<file path="src/rtl/locked_reg_pkg.sv">
// Shared defaults and helpers for the lockable register bank.
// Optional violation counter is enabled by defining LOCKED_REG_VIOL_CNT_EN.
package locked_reg_pkg;
  localparam int                    DEF_NUM_REGS  = 8;
  localparam int                    DEF_DATA_W    = 16;
  localparam logic [DEF_DATA_W-1:0] DEF_RESET_VAL = '0;
  localparam int                    VIOL_CNT_W    = 8;

  function automatic logic [VIOL_CNT_W-1:0] sat_inc(input logic [VIOL_CNT_W-1:0] v);
    return (&v) ? v : v + 1'b1;
  endfunction
endpackage

</file>
<file path="src/rtl/lock_reg_cell.sv">
// One data register with a sticky lock bit; an untrusted write is blocked when
// the lock is already set or is being set in the same cycle. Latency: 1 cycle.
module lock_reg_cell
  import locked_reg_pkg::*;
#(
  parameter int                DATA_W    = DEF_DATA_W,
  parameter logic [DATA_W-1:0] RESET_VAL = DATA_W'(DEF_RESET_VAL)
) (
  input  logic              Clk,
  input  logic              resetn,
  input  logic              i_wr_sel,
  input  logic              i_trusted,
  input  logic [DATA_W-1:0] i_wr_data,
  input  logic              i_lock_sel,
  output logic [DATA_W-1:0] o_data,
  output logic              o_lock,
  output logic              o_blocked
);
  logic [DATA_W-1:0] r_data;
  logic              r_lock;
  logic              w_blocked;

  // A lock request in the same cycle wins over an untrusted write.
  assign w_blocked = i_wr_sel && !i_trusted && (r_lock || i_lock_sel);

  always_ff @(posedge Clk or negedge resetn) begin
    if (!resetn) begin
      r_data <= RESET_VAL;
      r_lock <= 1'b0;
    end else begin
      if (i_lock_sel) r_lock <= 1'b1;
      if (i_wr_sel && !w_blocked) r_data <= i_wr_data;
    end
  end

  assign o_data    = r_data;
  assign o_lock    = r_lock;
  assign o_blocked = w_blocked;
endmodule

</file>
<file path="src/rtl/locked_reg_bank.sv">
// Bank of lockable registers with write ack/error, registered read and an
// optional saturating violation counter (macro LOCKED_REG_VIOL_CNT_EN).
module locked_reg_bank
  import locked_reg_pkg::*;
#(
  parameter int                NUM_REGS  = DEF_NUM_REGS,
  parameter int                DATA_W    = DEF_DATA_W,
  parameter int                ADDR_W    = 3,
  parameter logic [DATA_W-1:0] RESET_VAL = DATA_W'(DEF_RESET_VAL)
) (
  input  logic                  Clk,
  input  logic                  resetn,
  input  logic                  wr_en,
  input  logic [ADDR_W-1:0]     wr_addr,
  input  logic [DATA_W-1:0]     wr_data,
  input  logic                  trusted,
  input  logic                  lock_req,
  input  logic [ADDR_W-1:0]     lock_addr,
  input  logic [ADDR_W-1:0]     rd_addr,
  output logic [DATA_W-1:0]     rd_data,
  output logic                  wr_ack,
  output logic                  wr_err,
  output logic [NUM_REGS-1:0]   lock_status,
  output logic [VIOL_CNT_W-1:0] viol_cnt
);
  localparam logic [ADDR_W:0] NREGS = (ADDR_W+1)'(NUM_REGS);

  logic [NUM_REGS-1:0] w_wr_sel;
  logic [NUM_REGS-1:0] w_lock_sel;
  logic [NUM_REGS-1:0] w_blocked;
  logic [NUM_REGS-1:0] w_lock;
  logic [DATA_W-1:0]   w_data [NUM_REGS];
  logic                w_wr_addr_ok;
  logic                w_any_blocked;
  logic [DATA_W-1:0]   w_rd_mux;

  logic [DATA_W-1:0]   r_rd_data;
  logic                r_wr_ack;
  logic                r_wr_err;

  assign w_wr_addr_ok = ({1'b0, wr_addr} < NREGS);

  for (genvar g = 0; g < NUM_REGS; g++) begin : g_cell
    assign w_wr_sel[g]   = wr_en && (wr_addr == ADDR_W'(g));
    assign w_lock_sel[g] = lock_req && (lock_addr == ADDR_W'(g));

    lock_reg_cell #(
      .DATA_W    (DATA_W),
      .RESET_VAL (RESET_VAL)
    ) u_cell (
      .Clk        (Clk),
      .resetn     (resetn),
      .i_wr_sel   (w_wr_sel[g]),
      .i_trusted  (trusted),
      .i_wr_data  (wr_data),
      .i_lock_sel (w_lock_sel[g]),
      .o_data     (w_data[g]),
      .o_lock     (w_lock[g]),
      .o_blocked  (w_blocked[g])
    );
  end

  assign w_any_blocked = |w_blocked;

  // Out-of-range read addresses fall through to zero.
  always_comb begin
    w_rd_mux = '0;
    for (int i = 0; i < NUM_REGS; i++) begin
      if (rd_addr == ADDR_W'(i)) w_rd_mux = w_data[i];
    end
  end

  always_ff @(posedge Clk or negedge resetn) begin
    if (!resetn) begin
      r_rd_data <= '0;
      r_wr_ack  <= 1'b0;
      r_wr_err  <= 1'b0;
    end else begin
      r_rd_data <= w_rd_mux;
      r_wr_ack  <= wr_en;
      r_wr_err  <= wr_en && (!w_wr_addr_ok || w_any_blocked);
    end
  end

`ifdef LOCKED_REG_VIOL_CNT_EN
  logic [VIOL_CNT_W-1:0] r_viol_cnt;

  // Only lock-blocked untrusted writes count; bad addresses do not.
  always_ff @(posedge Clk or negedge resetn) begin
    if (!resetn) begin
      r_viol_cnt <= '0;
    end else if (w_any_blocked) begin
      r_viol_cnt <= sat_inc(r_viol_cnt);
    end
  end

  assign viol_cnt = r_viol_cnt;
`else
  assign viol_cnt = '0;
`endif

  assign rd_data     = r_rd_data;
  assign wr_ack      = r_wr_ack;
  assign wr_err      = r_wr_err;
  assign lock_status = w_lock;
endmodule

</file>
<file path="config.mk">
export PLATFORM = sky130hd
export DESIGN_NAME = locked_reg_bank
export DESIGN_NICKNAME = d
export VERILOG_FILES = /design/src/rtl/locked_reg_pkg.sv /design/src/rtl/lock_reg_cell.sv /design/src/rtl/locked_reg_bank.sv
export SDC_FILE = /design/constraint.sdc
export NUM_CORES = 1
export LEC_CHECK = 0
export CORE_MARGIN = 10
export CORE_UTILIZATION = 62
export DETAILED_ROUTE_END_ITERATION = 8
export GPL_ROUTABILITY_DRIVEN = 0
export GPL_TIMING_DRIVEN = 0
export HOLD_SLACK_MARGIN = 0.1
export PLACE_DENSITY = 0.85
export SLEW_MARGIN = 20
export SYNTH_ARGS = -nofsm -noshare
export SYNTH_HDL_FRONTEND = slang
export SYNTH_SLANG_ARGS = --single-unit
</file>
<file path="constraint.sdc">
create_clock -name Clk -period 3.9 [get_ports Clk]
set_clock_uncertainty 0.15 [all_clocks]
set_input_delay 0.585 -clock Clk [delete_from_list [all_inputs] [get_ports Clk]]
set_output_delay 0.585 -clock Clk [all_outputs]
set_load 0.005 [all_outputs]
</file>
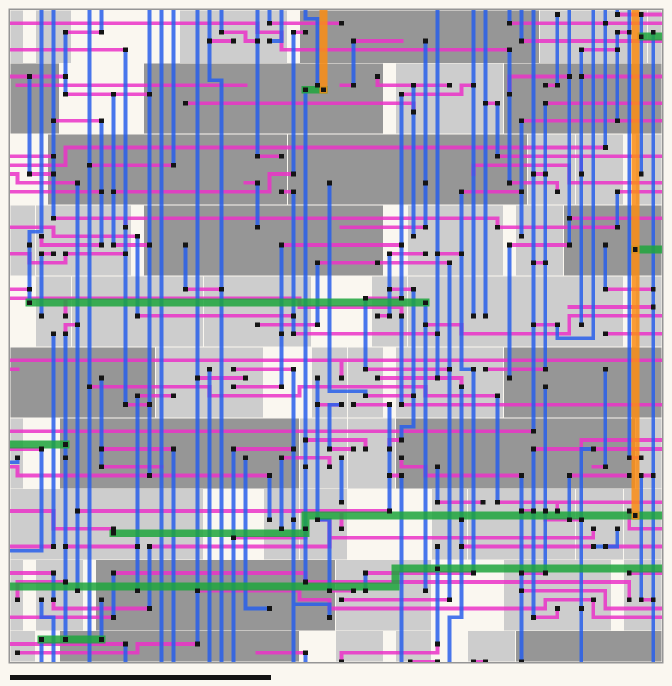
(images/zoom.png)
The bar under the picture is 10 um long. Window x 51 to 76, y 26 to 51 um. Cells in gray, sequential cells in the stronger gray; small squares are vias.
Key: met2 = blue; met4 = orange; met3 = green; met1 = magenta
43 logic cells have their middle in the window. Netlist names of flops here include `g_cell.u_cell.o_data` (11). Most frequent: dfrtp_1 (11), mux2_2 (8). Sequential cells in the window: 11.

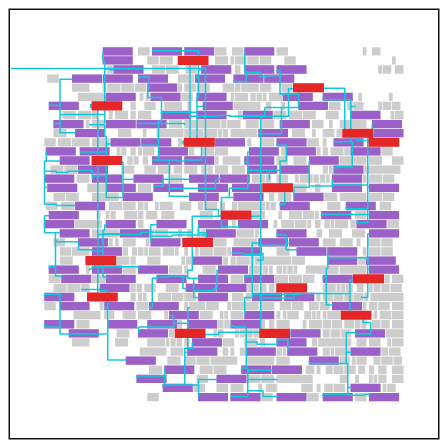
(images/clock_map.png)
Key: flip-flops = purple [count 154]; clock wires = cyan [length 1810 um]; cells driving clock nets = red [count 17]
Position of the flops: all over the die. There are 18 routed clock nets.

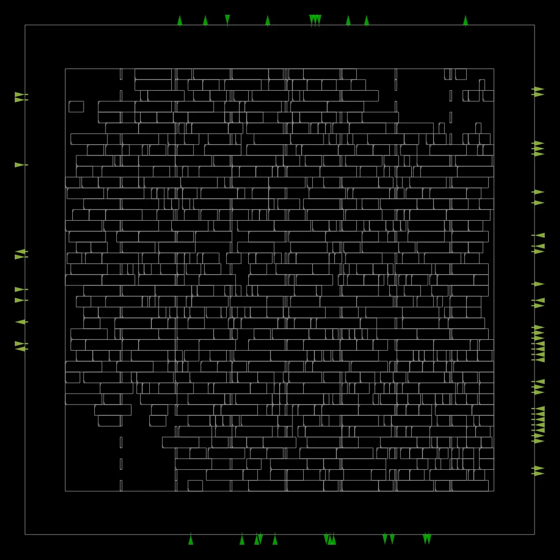
(images/final_placement.png)
sequential cell area share: 0.448
non-filler instance count after layout: 793
TAP cells: 143
Site Rows: 39
seq_cells: 154

==> impl_metrics.toml <==
# yosys + openroad results
[status]
status = "finished clean"

[yosys]
async_reset_ff_frac = 1.00
ys_warn_count = 0
synth_flops = 154
flop_cell = "dfrtp_1"
fa_ha_area_frac = 0
ys_sh_aoi = 0.0706
xor_share = 0
postSynthSeqShare = 0.533
ys_sh_simple = 0.0454
synth.most_common_cell = "dfrtp_1"
yosysTopAreaCell = "dfrtp_1"
synth-edff-count = 0
logic_family = "multiplexers"
syn_area_mm2 = 0.00723
syn_area_per_cell_um2 = 12.9
mux_share = 0.299
synth.area.top_cells = "dfrtp_1, mux2_2, mux4_2"
ys_area_mm2 = 0.00723
synthTopCellsByCount = "dfrtp_1, mux2_2, o21ai_0"
ys_types = 43
top_cell_area_share = 0.533
ys_cells = 558
synth_cells = 558

[flow_run]
warnings = 26
maxCapViolations = 0

[sta]
maxSlewViolCount = 0
max_slew_margin = 0.359
rsz0062_at_grt = "false"
finalHoldViolations = 0
tightest_slew_ps = 961
period_minus_slack_ps = 2980
fin_crit_sh = 0.763
clock.fmax_mhz = 336
finalSetupViolCount = 0

[worst_setup_path]
cp_data_required_time_ps = 4070
cp_cell_sequence = "clkdlybuf4s50_1 > nor2b_1 > a21oi_1 > o21ai_1 > buf_2 > mux2_2"
path_buffers = 2
cpPeakStageDelay_ps = 730
crit_type = "in -> reg"
slowest_stage = "o21ai_1"
setup.worst_path.end_class = "flop"
start_kind = "input port"
cp_top_family = "buffers and inverters"
worstPathMaxFanout = 10
critPathArrivalTime_ps = 3140

[die]
core_mm2 = 0.0114
die_h_um = 128
initial_core_util = 0.633
die_area_mm2 = 0.0164
die_w_um = 128
io_pins = 64

[power]
power_frac_clock = 0.353
powerDensity_mw_per_mm2 = 573
power_leakage_nw = 3.77
p_total_w = 0.00493
p_int_w = 0.00368
pwr-share-comb = 0.192
power.switching_w = 0.00125
seq_power_share = 0.455
p_sw_frac = 0.253
peakVddDrop_mv = 0.604

[drt]
firstDrtPassIters = 5
route.detailed.drc = 0
vias_per_cell = 6.10
final_antenna_net_count = 0
drt-initial-drc-count = 462
vias = 4841
wirelength_um = 17100
wl_per_cell_um = 21.6

[grt]
grt_pass1_wl_um = 27100
antenna_found_initial = 0
grt_max_degree = 98
grtUsageMet1 = 0.254
first_global_vias = 5133
top_usage_layer = "met2"
grt_use_met2 = 0.353
grt_use_total = 0.212
grtUsageMet3 = 0.0550
grt.overflow.total = 0

[final_layout]
final_layout_size_suffix_gt1_frac = 0.322
final_cell_mix = "dfrtp_1, mux2_2, o21ai_0, clkdlybuf4s50_1, nand2_1"
final_area_mm2 = 0.00860
areaGrowthSynthToFinish_pct = 19.1
bufAreaShareNonClock = 0.0973
nClkBuffers = 21
n_all_buffers = 102
comb_cells = 339
insertedDiodeCount = 0
largest_class = "registers"
comb_share = 0.352
clkCellAreaFrac = 0.0720
regArea_mm2 = 0.00385
nFillCells = 691
combGateArea_mm2 = 0.00303
final_nets = 667
inverters_excl_clock = 23
mostFrequentLayoutCell = "dfrtp_1"

[clock_tree]
cts_buffers = 17
cts_tree = "built"
clk_path_buf_depth = 2
clkSinkCount = 154
path_clk_slew_ps = 60
cts_root_buffer = "clkbuf_16"
cts_resized = 0
clock_latency_ps = 430
h-tree-depth = 4

[hold_path]
hp-class = "reg -> reg"

[placed_design]
dp_hpwl_um = 11100
io_buffers = 51
placed_cell_area_mm2 = 0.00797
-- metal layers --
layer	part of all wire	vias to the layer above
met5	0	-
li1	-	2119
met1	0.41	2484
met4	0.027	0
met2	0.50	185
met3	0.064	53
-- power groups by stage --
stage	clock, W	combinational [W]	sequential (W)
5_1_grt	0.00180	0.00104	0.00228
4_1_cts	0.00174	0.000957	0.00223
6_report	0.00174	0.000948	0.00224
2_1_floorplan	0	0.000641	0.00219
3_5_place_dp	0	0.000945	0.00225
3_3_place_gp	0	0.000897	0.00222
-- path summary, 6_finish.rpt --
check	to	cells past startpoint	slack [ps]	start
worst max register to register	g_cell[3].u_cell.o_data[13]	4	1480	g_cell[3].u_cell.o_lock
worst min register to register	g_cell[4].u_cell.o_data[8]	1	350	g_cell[4].u_cell.o_data[8]
min in group asynchronous	wr_err	2	530	resetn
max in group asynchronous	g_cell[5].u_cell.o_data[9]	3	2250	resetn
worst max-delay path	g_cell[2].u_cell.o_data[12]	6	920	lock_req
worst min-delay path	g_cell[4].u_cell.o_data[8]	1	350	g_cell[4].u_cell.o_data[8]
-- through the flow --
step / worst slack, ps / TNS (ps) / hold WS, ps / std cells / util
global route: 812 / 0 / 365 / 793 / 0.753
floorplan: 1550 / 0 / 139 / 565 / -
CTS: 955 / 0 / 351 / 793 / 0.753
finish: 923 / 0 / 351 / 793 / 0.753
detailed placement: 507 / 0 / 338 / 760 / 0.698
global placement: -3700 / -568500 / 318 / 759 / 0.695
-- what timing repair did --
action,CTS,global route
hold endpoints to repair,57,0
hold buffers,1,0
buffers inserted,0,0
-- registers in the layout, summed over array words and instances (netlist names) --
| register | cells |
|---|---|
| wr_err | 1 |
| g_cell.u_cell.o_data | 128 |
| rd_data | 16 |
| g_cell.u_cell.o_lock | 8 |
| wr_ack | 1 |
No activity file was given, so power comes from the tool's default toggle rates.
